==> run_1/layer_met3.png <==
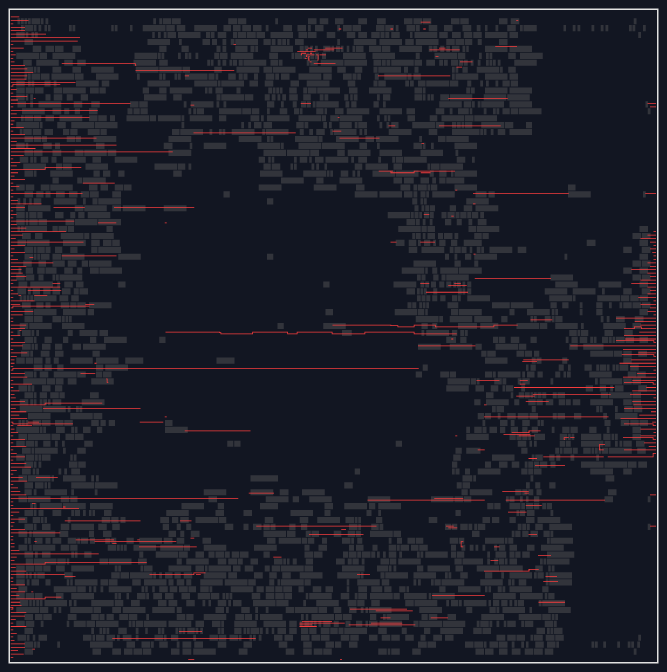
==> run_1/layer_met2.png <==
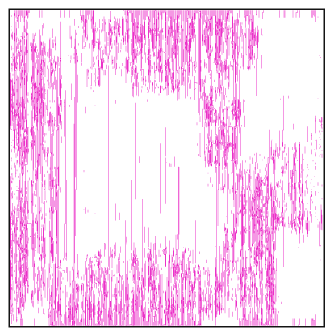
==> run_1/congestion.png <==
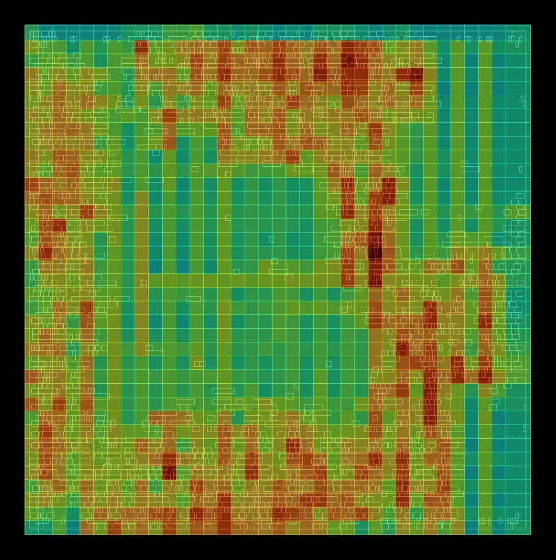
==> run_1/layer_met1.png <==
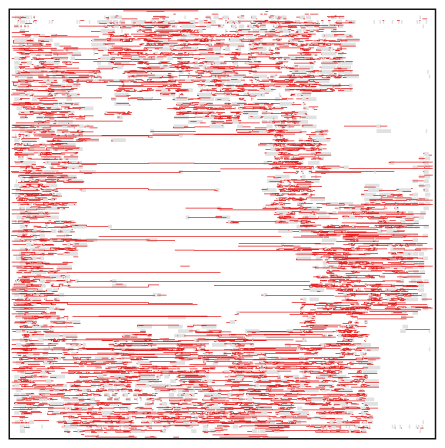
File: src/rtl/tcp_hs_pkg.sv
// Shared TCP handshake definitions: header layout, FSM/status encodings and header packing.
// Used by both the handshake initiator and the responder.
package tcp_hs_pkg;

    localparam int IP_ADDR_WIDTH                = 32;
    localparam int TCP_HEADER_WIDTH             = 160;
    localparam int PAYLOAD_BUF_ENTRY_ADDR_WIDTH = 12;
    localparam int PAYLOAD_BUF_ENTRY_LEN_WIDTH  = 16;

    localparam int HDR_SRC_PORT_LSB = 144;
    localparam int HDR_DST_PORT_LSB = 128;
    localparam int HDR_SEQ_LSB      = 96;
    localparam int HDR_ACK_LSB      = 64;
    localparam int HDR_DOFF_LSB     = 60;
    localparam int HDR_FLAGS_LSB    = 48;
    localparam int HDR_WINDOW_LSB   = 32;

    // Flag bit indices relative to the 9-bit flags field.
    localparam int FLAG_FIN = 0;
    localparam int FLAG_SYN = 1;
    localparam int FLAG_RST = 2;
    localparam int FLAG_PSH = 3;
    localparam int FLAG_ACK = 4;

    localparam logic [8:0] FLAGS_SYN = 9'h002;
    localparam logic [8:0] FLAGS_ACK = 9'h010;
    localparam logic [3:0] DATA_OFFSET = 4'd5;

    typedef enum logic [2:0] {
        ST_IDLE,
        ST_SEND_SYN,
        ST_WAIT_SYNACK,
        ST_SEND_ACK,
        ST_REPORT
    } hs_state_e;

    typedef enum logic [1:0] {
        HS_OK      = 2'd0,
        HS_REFUSED = 2'd1,
        HS_TIMEOUT = 2'd2
    } hs_status_e;

    typedef struct packed {
        logic [15:0] src_port;
        logic [15:0] dst_port;
        logic [31:0] seq;
        logic [31:0] ack;
        logic [3:0]  doff;
        logic [2:0]  rsvd;
        logic [8:0]  flags;
        logic [15:0] window;
        logic [15:0] checksum;
        logic [15:0] urgent;
    } tcp_hdr_t;

    // Checksum is left zero; it is filled in downstream.
    function automatic logic [TCP_HEADER_WIDTH-1:0] tcp_hdr_pack(
        input logic [15:0] src_port,
        input logic [15:0] dst_port,
        input logic [31:0] seq,
        input logic [31:0] ack,
        input logic [8:0]  flags,
        input logic [15:0] window
    );
        tcp_hdr_t h;
        h          = '0;
        h.src_port = src_port;
        h.dst_port = dst_port;
        h.seq      = seq;
        h.ack      = ack;
        h.doff     = DATA_OFFSET;
        h.flags    = flags;
        h.window   = window;
        return h;
    endfunction

endpackage

File: src/rtl/tcp_handshake_initiator_if.sv
// Application, tx-header, rx-header and completion channels of the handshake initiator.
// master = the initiator, slave = its environment (application + parser).
interface tcp_handshake_initiator_if;
    import tcp_hs_pkg::*;

    logic                                    app_init_val;
    logic                                    app_init_rdy;
    logic [IP_ADDR_WIDTH-1:0]                app_init_src_ip;
    logic [IP_ADDR_WIDTH-1:0]                app_init_dst_ip;
    logic [15:0]                             app_init_src_port;
    logic [15:0]                             app_init_dst_port;
    logic [31:0]                             app_init_isn;

    logic                                    tcp_parser_tx_val;
    logic                                    parser_tcp_tx_rdy;
    logic [IP_ADDR_WIDTH-1:0]                tcp_parser_tx_src_ip;
    logic [IP_ADDR_WIDTH-1:0]                tcp_parser_tx_dst_ip;
    logic [TCP_HEADER_WIDTH-1:0]             tcp_parser_tx_tcp_hdr;
    logic [PAYLOAD_BUF_ENTRY_ADDR_WIDTH-1:0] tcp_parser_tx_payload_addr;
    logic [PAYLOAD_BUF_ENTRY_LEN_WIDTH-1:0]  tcp_parser_tx_payload_len;

    logic                                    parser_tcp_rx_hdr_val;
    logic                                    tcp_parser_rx_rdy;
    logic [IP_ADDR_WIDTH-1:0]                parser_tcp_rx_src_ip;
    logic [IP_ADDR_WIDTH-1:0]                parser_tcp_rx_dst_ip;
    logic [TCP_HEADER_WIDTH-1:0]             parser_tcp_rx_tcp_hdr;

    logic                                    init_done_val;
    logic                                    init_done_rdy;
    logic [1:0]                              init_done_status;
    logic [31:0]                             init_done_remote_isn;

    modport master (
        input  app_init_val, app_init_src_ip, app_init_dst_ip,
               app_init_src_port, app_init_dst_port, app_init_isn,
        output app_init_rdy,
        output tcp_parser_tx_val, tcp_parser_tx_src_ip, tcp_parser_tx_dst_ip,
               tcp_parser_tx_tcp_hdr, tcp_parser_tx_payload_addr, tcp_parser_tx_payload_len,
        input  parser_tcp_tx_rdy,
        input  parser_tcp_rx_hdr_val, parser_tcp_rx_src_ip, parser_tcp_rx_dst_ip,
               parser_tcp_rx_tcp_hdr,
        output tcp_parser_rx_rdy,
        output init_done_val, init_done_status, init_done_remote_isn,
        input  init_done_rdy
    );

    modport slave (
        output app_init_val, app_init_src_ip, app_init_dst_ip,
               app_init_src_port, app_init_dst_port, app_init_isn,
        input  app_init_rdy,
        input  tcp_parser_tx_val, tcp_parser_tx_src_ip, tcp_parser_tx_dst_ip,
               tcp_parser_tx_tcp_hdr, tcp_parser_tx_payload_addr, tcp_parser_tx_payload_len,
        output parser_tcp_tx_rdy,
        output parser_tcp_rx_hdr_val, parser_tcp_rx_src_ip, parser_tcp_rx_dst_ip,
               parser_tcp_rx_tcp_hdr,
        input  tcp_parser_rx_rdy,
        input  init_done_val, init_done_status, init_done_remote_isn,
        output init_done_rdy
    );

endinterface

File: src/rtl/tcp_handshake_initiator.sv
// Client-side TCP three-way handshake: SYN out, SYN-ACK/RST in, final ACK out, outcome reported.
// One flow at a time; SYN is retransmitted on timeout up to MAX_RETRIES times.
module tcp_handshake_initiator
    import tcp_hs_pkg::*;
#(
    parameter int          TIMEOUT_CYCLES = 1000,
    parameter int          MAX_RETRIES    = 3,
    parameter logic [15:0] WINDOW         = 16'hFFFF
) (
    input  logic                      clk,
    input  logic                      rst_n,
    tcp_handshake_initiator_if.master bus
);

    localparam int TW = $clog2(TIMEOUT_CYCLES) + 1;
    localparam int RW = $clog2(MAX_RETRIES + 1) + 1;
    localparam logic [TW-1:0] TIMER_LAST = TW'(TIMEOUT_CYCLES - 1);
    localparam logic [RW-1:0] RETRY_MAX  = RW'(MAX_RETRIES);

    hs_state_e                   state_q, state_d;
    logic [IP_ADDR_WIDTH-1:0]    src_ip_q, src_ip_d;
    logic [IP_ADDR_WIDTH-1:0]    dst_ip_q, dst_ip_d;
    logic [15:0]                 src_port_q, src_port_d;
    logic [15:0]                 dst_port_q, dst_port_d;
    logic [31:0]                 isn_q, isn_d;
    logic [31:0]                 remote_isn_q, remote_isn_d;
    logic [TW-1:0]               timer_q, timer_d;
    logic [RW-1:0]               retry_q, retry_d;
    logic                        tx_val_q, tx_val_d;
    logic [TCP_HEADER_WIDTH-1:0] tx_hdr_q, tx_hdr_d;
    logic                        rx_rdy_q, rx_rdy_d;
    logic                        done_val_q, done_val_d;
    hs_status_e                  status_q, status_d;
    logic [31:0]                 done_isn_q, done_isn_d;

    tcp_hdr_t    rx_hdr;
    logic        rx_match;
    logic        rx_ack_ok;
    logic        rx_synack;
    logic        rx_rstack;
    logic [31:0] isn_p1;

    assign rx_hdr = bus.parser_tcp_rx_tcp_hdr;
    assign isn_p1 = isn_q + 32'd1;

    // Every accepted header is consumed; only matching ones in WAIT_SYNACK have an effect.
    assign rx_match = bus.parser_tcp_rx_hdr_val && rx_rdy_q &&
                      (bus.parser_tcp_rx_src_ip == dst_ip_q) &&
                      (bus.parser_tcp_rx_dst_ip == src_ip_q) &&
                      (rx_hdr.src_port == dst_port_q) &&
                      (rx_hdr.dst_port == src_port_q);
    assign rx_ack_ok = rx_match && rx_hdr.flags[FLAG_ACK] && (rx_hdr.ack == isn_p1);
    assign rx_synack = rx_ack_ok && rx_hdr.flags[FLAG_SYN];
    assign rx_rstack = rx_ack_ok && rx_hdr.flags[FLAG_RST];

    always_comb begin
        state_d      = state_q;
        src_ip_d     = src_ip_q;
        dst_ip_d     = dst_ip_q;
        src_port_d   = src_port_q;
        dst_port_d   = dst_port_q;
        isn_d        = isn_q;
        remote_isn_d = remote_isn_q;
        timer_d      = timer_q;
        retry_d      = retry_q;
        tx_val_d     = tx_val_q;
        tx_hdr_d     = tx_hdr_q;
        rx_rdy_d     = 1'b1;
        done_val_d   = done_val_q;
        status_d     = status_q;
        done_isn_d   = done_isn_q;

        case (state_q)
            ST_IDLE: begin
                if (bus.app_init_val) begin
                    src_ip_d   = bus.app_init_src_ip;
                    dst_ip_d   = bus.app_init_dst_ip;
                    src_port_d = bus.app_init_src_port;
                    dst_port_d = bus.app_init_dst_port;
                    isn_d      = bus.app_init_isn;
                    retry_d    = '0;
                    tx_val_d   = 1'b1;
                    tx_hdr_d   = tcp_hdr_pack(bus.app_init_src_port, bus.app_init_dst_port,
                                              bus.app_init_isn, 32'd0, FLAGS_SYN, WINDOW);
                    state_d    = ST_SEND_SYN;
                end
            end
            ST_SEND_SYN: begin
                if (bus.parser_tcp_tx_rdy) begin
                    tx_val_d = 1'b0;
                    timer_d  = '0;
                    state_d  = ST_WAIT_SYNACK;
                end
            end
            ST_WAIT_SYNACK: begin
                timer_d = timer_q + 1'b1;
                // A SYN-ACK landing on the expiry cycle takes priority over the retransmit.
                if (rx_synack) begin
                    remote_isn_d = rx_hdr.seq;
                    tx_val_d     = 1'b1;
                    tx_hdr_d     = tcp_hdr_pack(src_port_q, dst_port_q, isn_p1,
                                                rx_hdr.seq + 32'd1, FLAGS_ACK, WINDOW);
                    state_d      = ST_SEND_ACK;
                end else if (rx_rstack) begin
                    done_val_d = 1'b1;
                    status_d   = HS_REFUSED;
                    done_isn_d = '0;
                    state_d    = ST_REPORT;
                end else if (timer_q == TIMER_LAST) begin
                    if (retry_q < RETRY_MAX) begin
                        retry_d  = retry_q + 1'b1;
                        tx_val_d = 1'b1;
                        state_d  = ST_SEND_SYN;
                    end else begin
                        done_val_d = 1'b1;
                        status_d   = HS_TIMEOUT;
                        done_isn_d = '0;
                        state_d    = ST_REPORT;
                    end
                end
            end
            ST_SEND_ACK: begin
                if (bus.parser_tcp_tx_rdy) begin
                    tx_val_d   = 1'b0;
                    done_val_d = 1'b1;
                    status_d   = HS_OK;
                    done_isn_d = remote_isn_q;
                    state_d    = ST_REPORT;
                end
            end
            ST_REPORT: begin
                if (bus.init_done_rdy) begin
                    done_val_d = 1'b0;
                    state_d    = ST_IDLE;
                end
            end
            default: state_d = ST_IDLE;
        endcase
    end

    always_ff @(posedge clk or negedge rst_n) begin
        if (!rst_n) begin
            state_q      <= ST_IDLE;
            src_ip_q     <= '0;
            dst_ip_q     <= '0;
            src_port_q   <= '0;
            dst_port_q   <= '0;
            isn_q        <= '0;
            remote_isn_q <= '0;
            timer_q      <= '0;
            retry_q      <= '0;
            tx_val_q     <= 1'b0;
            tx_hdr_q     <= '0;
            rx_rdy_q     <= 1'b0;
            done_val_q   <= 1'b0;
            status_q     <= HS_OK;
            done_isn_q   <= '0;
        end else begin
            state_q      <= state_d;
            src_ip_q     <= src_ip_d;
            dst_ip_q     <= dst_ip_d;
            src_port_q   <= src_port_d;
            dst_port_q   <= dst_port_d;
            isn_q        <= isn_d;
            remote_isn_q <= remote_isn_d;
            timer_q      <= timer_d;
            retry_q      <= retry_d;
            tx_val_q     <= tx_val_d;
            tx_hdr_q     <= tx_hdr_d;
            rx_rdy_q     <= rx_rdy_d;
            done_val_q   <= done_val_d;
            status_q     <= status_d;
            done_isn_q   <= done_isn_d;
        end
    end

    assign bus.app_init_rdy               = (state_q == ST_IDLE);
    assign bus.tcp_parser_tx_val          = tx_val_q;
    assign bus.tcp_parser_tx_src_ip       = src_ip_q;
    assign bus.tcp_parser_tx_dst_ip       = dst_ip_q;
    assign bus.tcp_parser_tx_tcp_hdr      = tx_hdr_q;
    assign bus.tcp_parser_tx_payload_addr = '0;
    assign bus.tcp_parser_tx_payload_len  = '0;
    assign bus.tcp_parser_rx_rdy          = rx_rdy_q;
    assign bus.init_done_val              = done_val_q;
    assign bus.init_done_status           = status_q;
    assign bus.init_done_remote_isn       = done_isn_q;

endmodule
File: src/flat_wrapper.sv
// flat-port wrapper written by rule: the top's interface ports become plain ports
module tcp_handshake_initiator_flat import tcp_hs_pkg::*;
#(
    parameter int          TIMEOUT_CYCLES = 1000,
    parameter int          MAX_RETRIES    = 3,
    parameter logic [15:0] WINDOW         = 16'hFFFF
)
  (clk, rst_n, bus_app_init_val, bus_app_init_src_ip, bus_app_init_dst_ip, bus_app_init_src_port, bus_app_init_dst_port, bus_app_init_isn, bus_app_init_rdy, bus_tcp_parser_tx_val, bus_tcp_parser_tx_src_ip, bus_tcp_parser_tx_dst_ip, bus_tcp_parser_tx_tcp_hdr, bus_tcp_parser_tx_payload_addr, bus_tcp_parser_tx_payload_len, bus_parser_tcp_tx_rdy, bus_parser_tcp_rx_hdr_val, bus_parser_tcp_rx_src_ip, bus_parser_tcp_rx_dst_ip, bus_parser_tcp_rx_tcp_hdr, bus_tcp_parser_rx_rdy, bus_init_done_val, bus_init_done_status, bus_init_done_remote_isn, bus_init_done_rdy);
  tcp_handshake_initiator_if bus_i ();
  input  logic clk;
  input  logic rst_n;
  input wire logic [$bits(bus_i.app_init_val)-1:0] bus_app_init_val;
  input wire logic [$bits(bus_i.app_init_src_ip)-1:0] bus_app_init_src_ip;
  input wire logic [$bits(bus_i.app_init_dst_ip)-1:0] bus_app_init_dst_ip;
  input wire logic [$bits(bus_i.app_init_src_port)-1:0] bus_app_init_src_port;
  input wire logic [$bits(bus_i.app_init_dst_port)-1:0] bus_app_init_dst_port;
  input wire logic [$bits(bus_i.app_init_isn)-1:0] bus_app_init_isn;
  output wire logic [$bits(bus_i.app_init_rdy)-1:0] bus_app_init_rdy;
  output wire logic [$bits(bus_i.tcp_parser_tx_val)-1:0] bus_tcp_parser_tx_val;
  output wire logic [$bits(bus_i.tcp_parser_tx_src_ip)-1:0] bus_tcp_parser_tx_src_ip;
  output wire logic [$bits(bus_i.tcp_parser_tx_dst_ip)-1:0] bus_tcp_parser_tx_dst_ip;
  output wire logic [$bits(bus_i.tcp_parser_tx_tcp_hdr)-1:0] bus_tcp_parser_tx_tcp_hdr;
  output wire logic [$bits(bus_i.tcp_parser_tx_payload_addr)-1:0] bus_tcp_parser_tx_payload_addr;
  output wire logic [$bits(bus_i.tcp_parser_tx_payload_len)-1:0] bus_tcp_parser_tx_payload_len;
  input wire logic [$bits(bus_i.parser_tcp_tx_rdy)-1:0] bus_parser_tcp_tx_rdy;
  input wire logic [$bits(bus_i.parser_tcp_rx_hdr_val)-1:0] bus_parser_tcp_rx_hdr_val;
  input wire logic [$bits(bus_i.parser_tcp_rx_src_ip)-1:0] bus_parser_tcp_rx_src_ip;
  input wire logic [$bits(bus_i.parser_tcp_rx_dst_ip)-1:0] bus_parser_tcp_rx_dst_ip;
  input wire logic [$bits(bus_i.parser_tcp_rx_tcp_hdr)-1:0] bus_parser_tcp_rx_tcp_hdr;
  output wire logic [$bits(bus_i.tcp_parser_rx_rdy)-1:0] bus_tcp_parser_rx_rdy;
  output wire logic [$bits(bus_i.init_done_val)-1:0] bus_init_done_val;
  output wire logic [$bits(bus_i.init_done_status)-1:0] bus_init_done_status;
  output wire logic [$bits(bus_i.init_done_remote_isn)-1:0] bus_init_done_remote_isn;
  input wire logic [$bits(bus_i.init_done_rdy)-1:0] bus_init_done_rdy;
  assign bus_i.app_init_val = bus_app_init_val;
  assign bus_i.app_init_src_ip = bus_app_init_src_ip;
  assign bus_i.app_init_dst_ip = bus_app_init_dst_ip;
  assign bus_i.app_init_src_port = bus_app_init_src_port;
  assign bus_i.app_init_dst_port = bus_app_init_dst_port;
  assign bus_i.app_init_isn = bus_app_init_isn;
  assign bus_app_init_rdy = bus_i.app_init_rdy;
  assign bus_tcp_parser_tx_val = bus_i.tcp_parser_tx_val;
  assign bus_tcp_parser_tx_src_ip = bus_i.tcp_parser_tx_src_ip;
  assign bus_tcp_parser_tx_dst_ip = bus_i.tcp_parser_tx_dst_ip;
  assign bus_tcp_parser_tx_tcp_hdr = bus_i.tcp_parser_tx_tcp_hdr;
  assign bus_tcp_parser_tx_payload_addr = bus_i.tcp_parser_tx_payload_addr;
  assign bus_tcp_parser_tx_payload_len = bus_i.tcp_parser_tx_payload_len;
  assign bus_i.parser_tcp_tx_rdy = bus_parser_tcp_tx_rdy;
  assign bus_i.parser_tcp_rx_hdr_val = bus_parser_tcp_rx_hdr_val;
  assign bus_i.parser_tcp_rx_src_ip = bus_parser_tcp_rx_src_ip;
  assign bus_i.parser_tcp_rx_dst_ip = bus_parser_tcp_rx_dst_ip;
  assign bus_i.parser_tcp_rx_tcp_hdr = bus_parser_tcp_rx_tcp_hdr;
  assign bus_tcp_parser_rx_rdy = bus_i.tcp_parser_rx_rdy;
  assign bus_init_done_val = bus_i.init_done_val;
  assign bus_init_done_status = bus_i.init_done_status;
  assign bus_init_done_remote_isn = bus_i.init_done_remote_isn;
  assign bus_i.init_done_rdy = bus_init_done_rdy;
  tcp_handshake_initiator #(.TIMEOUT_CYCLES(TIMEOUT_CYCLES), .MAX_RETRIES(MAX_RETRIES), .WINDOW(WINDOW)) u_core (.clk(clk), .rst_n(rst_n), .bus(bus_i));
endmodule
File: config.mk
export PLATFORM = sky130hd
export DESIGN_NAME = tcp_handshake_initiator_flat
export DESIGN_NICKNAME = d
export VERILOG_FILES = /design/src/rtl/tcp_hs_pkg.sv /design/src/rtl/tcp_handshake_initiator_if.sv /design/src/rtl/tcp_handshake_initiator.sv /design/src/flat_wrapper.sv
export SDC_FILE = /design/constraint.sdc
export NUM_CORES = 1
export LEC_CHECK = 0
export CORE_AREA = 2 2 252 254
export CTS_CLUSTER_SIZE = 40
export DETAILED_ROUTE_END_ITERATION = 8
export DIE_AREA = 0 0 254 256
export MAX_ROUTING_LAYER = met4
export SLEW_MARGIN = 20
export SYNTH_ARGS = -nofsm -noshare
export SYNTH_HDL_FRONTEND = slang
export SYNTH_SLANG_ARGS = --single-unit
File: constraint.sdc
create_clock -name clk -period 4.6 [get_ports clk]
set_input_delay 0.92 -clock clk [delete_from_list [all_inputs] [get_ports clk]]
set_output_delay 0.92 -clock clk [all_outputs]
set_load 0.1 [all_outputs]
==> reports/metrics.cfg, run 1 <==
[floorplanning]
core_um2 = 62400
placement_rows = 92
die_h_um = 256

[worst_setup_path]
critPathArrivalTime_ns = 4.55
critPathCapture = u_core.bus.init_done_remote_isn[24]
critical-path-slowest-cell = sky130_fd_sc_hd__o311ai_0
rr_startpoint = u_core.isn_q[2]
cell_breakdown_of_the_critical_path = clkdlybuf4s50_1, o311ai_0, buf_4, o2111ai_1, nor4b_1, buf_4, nand4_1, nor4_2, buf_4, nand3_1, a211o_1, buf_12, a22o_1
critical_path.max_stage_delay_ns = 0.63
timing_worst_setup_path_type = in2reg
critical_path_launch_point = bus_parser_tcp_rx_tcp_hdr[87]
r2r.worst_path.cells = 12
path_max_fanout = 34
critical_path.n_buffers_inverters = 5

[flow_run]
tool_warnings = 89

[logic_synthesis]
synth-edff-count = 0
synth_stat.cells = 1679
ys_area_um2 = 15900
netlist_instances = 1679
postSynthSeqShare_pct = 49.2

[final_layout]
layout.cells.most_common_list = sky130_fd_sc_hd__clkdlybuf4s50_1, sky130_fd_sc_hd__nand2_1, sky130_fd_sc_hd__dfrtp_1
largest_class = registers
final-seq-area_um2 = 7830
buffer_area_share_pct = 24.3
total_inserted_antenna_cells = 4
final-comb-area_um2 = 7300
multi_input_comb_cells = 1249

[cts]
cts-htree-levels = 2
cts.sinks = 313

[routing]
highest-signal-layer = met4
drc_errors = 0

[final_timing]
setup_violations = 0
layout_min_cycle_time_ns = 4.12
maxSlewViolCount = 0

[grt]
grt_start_max_net_pins = 110
grt.total_usage_pct = 19.0

[power_and_ir_drop]
totalPowerFinal_uw = 16700

[status]
outcome = finished, final reports clean

[place]
placement.cell_area_um2 = 21900

About layer_met3.png:
wire length on this layer: 3740 um
share of all routed wire: 6.1%
nets with wire on the layer: 356

About layer_met2.png:
wire length on this layer: 31.0 mm
longest straight run: 163 um
main direction: vertical
DRT Wirelength: 61700 um
grt met2 use: 32.3%
total via count after detailed routing: 14200

About congestion.png:
core occupancy in the finished layout: 37.2%
busiest layer in global routing: met2
met3 Resource Use GR: 3.51%
Wirelength per Cell: 20.2 um
met1 routing resource usage after global routing: 23.1%

About layer_met1.png:
main direction: horizontal
share of all routed wire: 42%
longest straight run: 160 um
nets with wire on the layer: 2166

==> run 1: cell families after synthesis <==
group | Yosys count | share of synthesized area [%]
flip-flops | 313 | 49.2
adder cells (fa/ha/maj) | 4 | 0.314
buffers and inverters | 188 | 6.87
AND-OR/OR-AND | 237 | 11.2
XOR/XNOR | 184 | 10.4
other | 2 | 0.0472
multiplexers | 7 | 0.464
AND/OR/NAND/NOR | 744 | 21.6
==> run 1: synth_stat cells (all sizes together) (6+ instances only) <==
| cell type | number | share of area (%) |
|---|---|---|
| a21o | 40 | 1.9 |
| a21oi | 10 | 0.31 |
| a221o | 38 | 2.4 |
| a22o | 33 | 1.8 |
| and3 | 57 | 2.2 |
| and4 | 6 | 0.33 |
| buf | 107 | 5.0 |
| clkbuf | 73 | 1.7 |
| dfrtp | 313 | 49 |
| inv | 8 | 0.19 |
| nand2 | 445 | 10 |
| nand2b | 10 | 0.39 |
| nand3 | 65 | 2.0 |
| nand4 | 38 | 1.6 |
| nor2 | 48 | 1.1 |
| nor3 | 16 | 0.53 |
| nor4 | 30 | 1.5 |
| o211ai | 29 | 1.4 |
| o21ai | 55 | 1.7 |
| xnor2 | 96 | 5.3 |
| xor2 | 85 | 4.7 |
==> run 1: through the flow <==
step | instances | worst slack [ns] | hold slack, ns | util (%)
2_1_floorplan | 1750 | 0.950 | 0.439 | -
3_3_place_gp | 2981 | -0.278 | 0.450 | 35.0
3_5_place_dp | 2981 | -0.195 | 0.456 | 35.0
4_1_cts | 3052 | 0.384 | 0.468 | 37.2
5_1_grt | 3056 | 0.217 | 0.482 | 37.2
6_report | 3056 | 0.478 | 0.435 | 37.2
==> run 1: power by group <==
group / internal [uW] / switching [uW] / total [uW]
registers: 3600 / 990 / 4590
logic: 2400 / 6510 / 8910
clock network: 1910 / 1300 / 3210
total: 7910 / 8800 / 16700
## Run 2: what changed since run 1
Settings changed: SLEW_MARGIN 20 to 5.
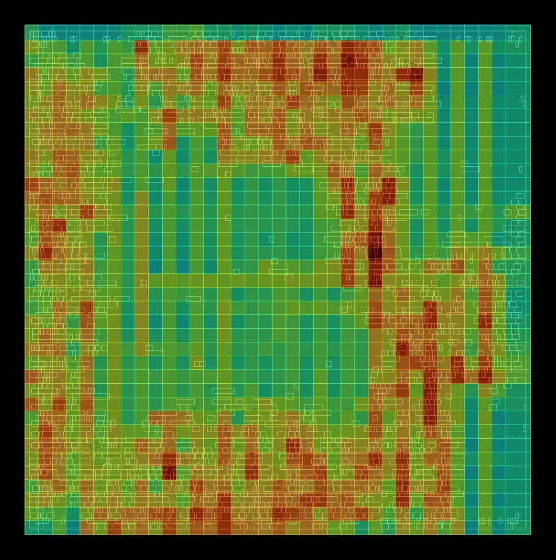
(run_2/congestion.png)
Total Routing Usage GR: 19.0%

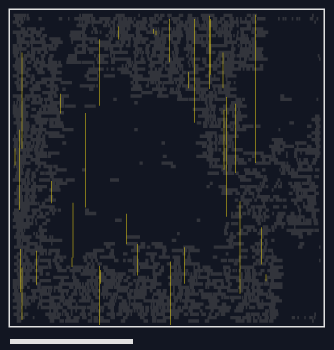
(run_2/layer_met4.png)
Bar = 100 um.
wire length on this layer: 1370 um
main direction: vertical
nets with wire on the layer: 21
share of all routed wire: 2.2%
longest straight run: 120 um

==> reports/metrics.cfg, run 2 <==
[routing]
route.vias.total = 14200
drc_errors = 0
routed_wirelength_um = 61700

[final_timing]
maxSlewViolCount = 0
holdWs_ns = 0.435
postLayoutSetupSlackWorst_ns = 0.478

[floorplanning]
core_um2 = 62400
placement_rows = 92

[final_layout]
final-comb-area_um2 = 7300
buffer_area_share_pct = 24.3
final-seq-area_um2 = 7830
stdcell_count = 3056
total_inserted_antenna_cells = 4
largest_class = registers
layout.cells.most_common_list = sky130_fd_sc_hd__clkdlybuf4s50_1, sky130_fd_sc_hd__nand2_1, sky130_fd_sc_hd__dfrtp_1
core_occupancy_in_the_finished_layout_pct = 37.2

[power_and_ir_drop]
seq_power_share_pct = 27.5
power.share.switching_pct = 52.7
totalPowerFinal_uw = 16700
sw_power_uw = 8800
internal_uw = 7910

[place]
placement.cell_area_um2 = 21900

[cts]
cts-htree-levels = 2
cts.sinks = 313

[worst_setup_path]
critPathArrivalTime_ns = 4.55
timing_worst_setup_path_type = in2reg

[logic_synthesis]
synth_top_area_share_pct = 49.2
ys_top_cells_by_count = sky130_fd_sc_hd__nand2_1, sky130_fd_sc_hd__dfrtp_1, sky130_fd_sc_hd__xnor2_1
largest_area_cell = sky130_fd_sc_hd__dfrtp_1

[status]
outcome = finished, final reports clean

-- run 2: cell counts after synthesis --
Identical to the previous run, type by type.
-- run 2: power by group through the flow --
stage	Clock (uW)	Sequential, uW	Combinational (uW)
2_1_floorplan	0	8140	2730
3_3_place_gp	0	4580	8910
3_5_place_dp	0	4600	8970
4_1_cts	3290	4580	8990
5_1_grt	3420	4700	9330
6_report	3210	4590	8910
-- run 2: logic make-up (layout without fill, tap and decap cells) --
kind of cell / after synthesis / count (layout) / share of synthesized area [%]
buf+inv: 188 / 644 / 6.87
flops: 313 / 313 / 49.2
xor+xnor: 184 / 184 / 10.4
mux: 7 / 7 / 0.464
simple gates: 744 / 744 / 21.6
other cells: 2 / 77 / 0.0472
compound gates: 237 / 237 / 11.2
fa+ha+maj: 4 / 4 / 0.314
-- run 2: worst paths after layout --
| path | to | startpoint | cells after the start | slack (ns) |
|---|---|---|---|---|
| setup / recovery | u_core.bus.init_done_remote_isn[24] | bus_parser_tcp_rx_tcp_hdr[87] | 13 | 0.48 |
| hold / removal | u_core.bus.tcp_parser_tx_tcp_hdr[70] | rst_n | 1 | 0.44 |
| setup reg to reg | u_core.bus.tcp_parser_tx_tcp_hdr[149] | u_core.isn_q[2] | 12 | 0.54 |
| hold reg to reg | u_core.remote_isn_q[0] | u_core.remote_isn_q[0] | 2 | 0.47 |
| max in group asynchronous | u_core.bus.tcp_parser_tx_dst_ip[27] | rst_n | 2 | 3.04 |
| min in group clk | u_core.remote_isn_q[0] | u_core.remote_isn_q[0] | 2 | 0.47 |
-- run 2: per-layer routing --
layer  vias to the layer above  global-route usage (%)  wire length, um
li1                       6602                       -                -
met2                       525                    32.3            31000
met5                         -                       -                0
met4                         0                    5.16             1370
met1                      7006                    23.1            25600
met3                        81                    3.51             3740
==> run_2/layer_met2.png <==
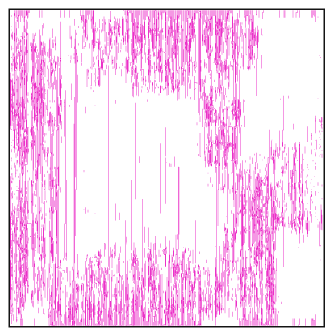

## Run 3: what changed since run 2
Settings changed: PLACE_DENSITY set to 0.55.
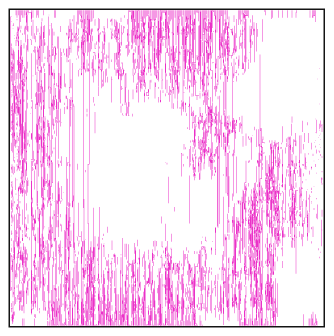
(run_3/layer_met2.png)
main direction: vertical
nets with wire on the layer: 2092
wire length on this layer: 29.9 mm
share of all routed wire: 49%
longest straight run: 130 um
total via count after detailed routing: 14100
DRT Wirelength: 60700 um
grt met2 use: 31.4%

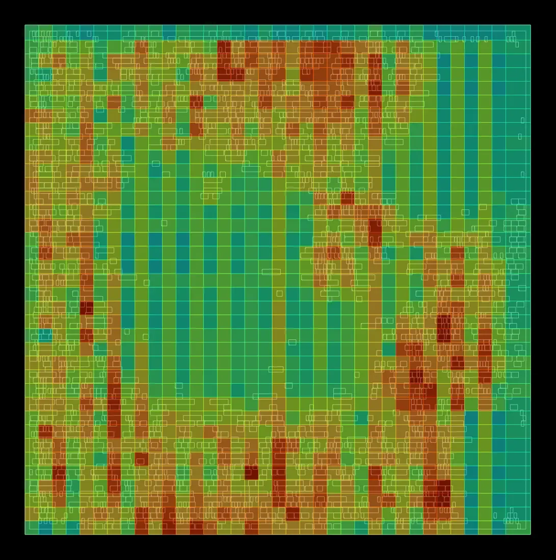
(run_3/congestion.png)
met1 routing resource usage after global routing: 22.2%
Wirelength per Cell: 19.9 um

==> reports/metrics.cfg, run 3 <==
[status]
outcome = finished, final reports clean

[logic_synthesis]
xor_area_share_pct = 10.4
synth_stat.cells = 1679
yosysMostFrequentCell = sky130_fd_sc_hd__nand2_1
postSynthSeqShare_pct = 49.2
ys_top_cells_by_count = sky130_fd_sc_hd__nand2_1, sky130_fd_sc_hd__dfrtp_1, sky130_fd_sc_hd__xnor2_1
netlist_instances = 1679
compound_area_share_pct = 11.2
ys_area_um2 = 15900
synthTopCellsByArea = sky130_fd_sc_hd__dfrtp_1, sky130_fd_sc_hd__nand2_1, sky130_fd_sc_hd__xnor2_1, sky130_fd_sc_hd__xor2_1, sky130_fd_sc_hd__buf_4
synthAdderAreaFrac_pct = 0.314
largest_area_cell = sky130_fd_sc_hd__dfrtp_1

[worst_setup_path]
critical_path.max_stage_delay_ns = 0.51
r2r_slack_ns = 0.47
critical-path-slowest-cell = sky130_fd_sc_hd__dfrtp_1
r2r.worst_path.cells = 14
rr_startpoint = u_core.isn_q[0]
r2r-end = u_core.bus.tcp_parser_tx_tcp_hdr[94]
cell_breakdown_of_the_critical_path = ha_1, nand3_1, nor4_4, nand4_1, xnor2_1, xnor2_1, o2111ai_1, nor4_2, buf_4, buf_4, nand4_1, buf_12, nand3_1, o21ai_0

[final_layout]
final-seq-area_um2 = 7830
layout.cells.most_common_list = sky130_fd_sc_hd__clkdlybuf4s50_1, sky130_fd_sc_hd__nand2_1, sky130_fd_sc_hd__dfrtp_1
stdcell_count = 3050
final-comb-area_um2 = 7300
core_occupancy_in_the_finished_layout_pct = 37.0

[power_and_ir_drop]
pwr-share-comb_pct = 53.8
p_clk_uw = 3050
totalPowerFinal_uw = 16500
power.share.switching_pct = 52.7
internal_uw = 7800
power-top-group = combinational cells
seq_power_uw = 4560
seq_power_share_pct = 27.7

[final_timing]
postLayoutSetupSlackWorst_ns = 0.469
maxSlewViolCount = 0
layout_min_cycle_time_ns = 4.13

[floorplanning]
die_h_um = 256
core_um2 = 62400

[grt]
grt.total_usage_pct = 18.8
grt_start_max_net_pins = 145

[routing]
drc_errors = 0

-- run 3: cell counts after synthesis --
No cell type changed its count.
-- run 3: how the worst max path moves through the flow --
stage / slack (ns) / to / depth (start not counted) / startpoint
2_1_floorplan: 0.95 / u_core.bus.init_done_remote_isn[11] / 13 / u_core.isn_q[0]
3_3_place_gp: -0.26 / u_core.bus.tcp_parser_tx_tcp_hdr[104] / 16 / bus_parser_tcp_rx_dst_ip[8]
3_5_place_dp: -0.34 / u_core.bus.tcp_parser_tx_tcp_hdr[106] / 16 / bus_parser_tcp_rx_dst_ip[8]
4_1_cts: 0.27 / u_core.bus.tcp_parser_tx_tcp_hdr[106] / 16 / bus_parser_tcp_rx_dst_ip[8]
5_1_grt: 0.07 / u_core.bus.tcp_parser_tx_tcp_hdr[109] / 16 / bus_parser_tcp_rx_dst_ip[8]
6_report: 0.47 / u_core.bus.tcp_parser_tx_tcp_hdr[94] / 14 / u_core.isn_q[0]
-- run 3: layout make-up --
class,count,area share (%)
clock buffers,59,5.08
multi-input cells,1249,31.6
clock inverters,9,0.379
diodes,5,0.0542
flip-flops and latches,313,33.9
repair buffers,561,24.2
inverters,8,0.130
well taps,846,4.59
-- run 3: stage by stage --
stage                     hold slack, ns  setup TNS, ns
after global routing               0.476              0
after global placement             0.452         -27.73
after CTS                          0.451              0
after floorplan                    0.439              0
final                              0.437              0
after detailed placement           0.456         -35.41
-- run 3: routing by layer --
| metal | vias to the layer above | part of all wire (%) |
|---|---|---|
| met2 | 542 | 49 |
| met3 | 117 | 6.6 |
| met1 | 6850 | 41 |
| li1 | 6587 | - |
| met4 | 0 | 3.6 |
| met5 | - | 0 |
Power and IR drop assume default switching activity.
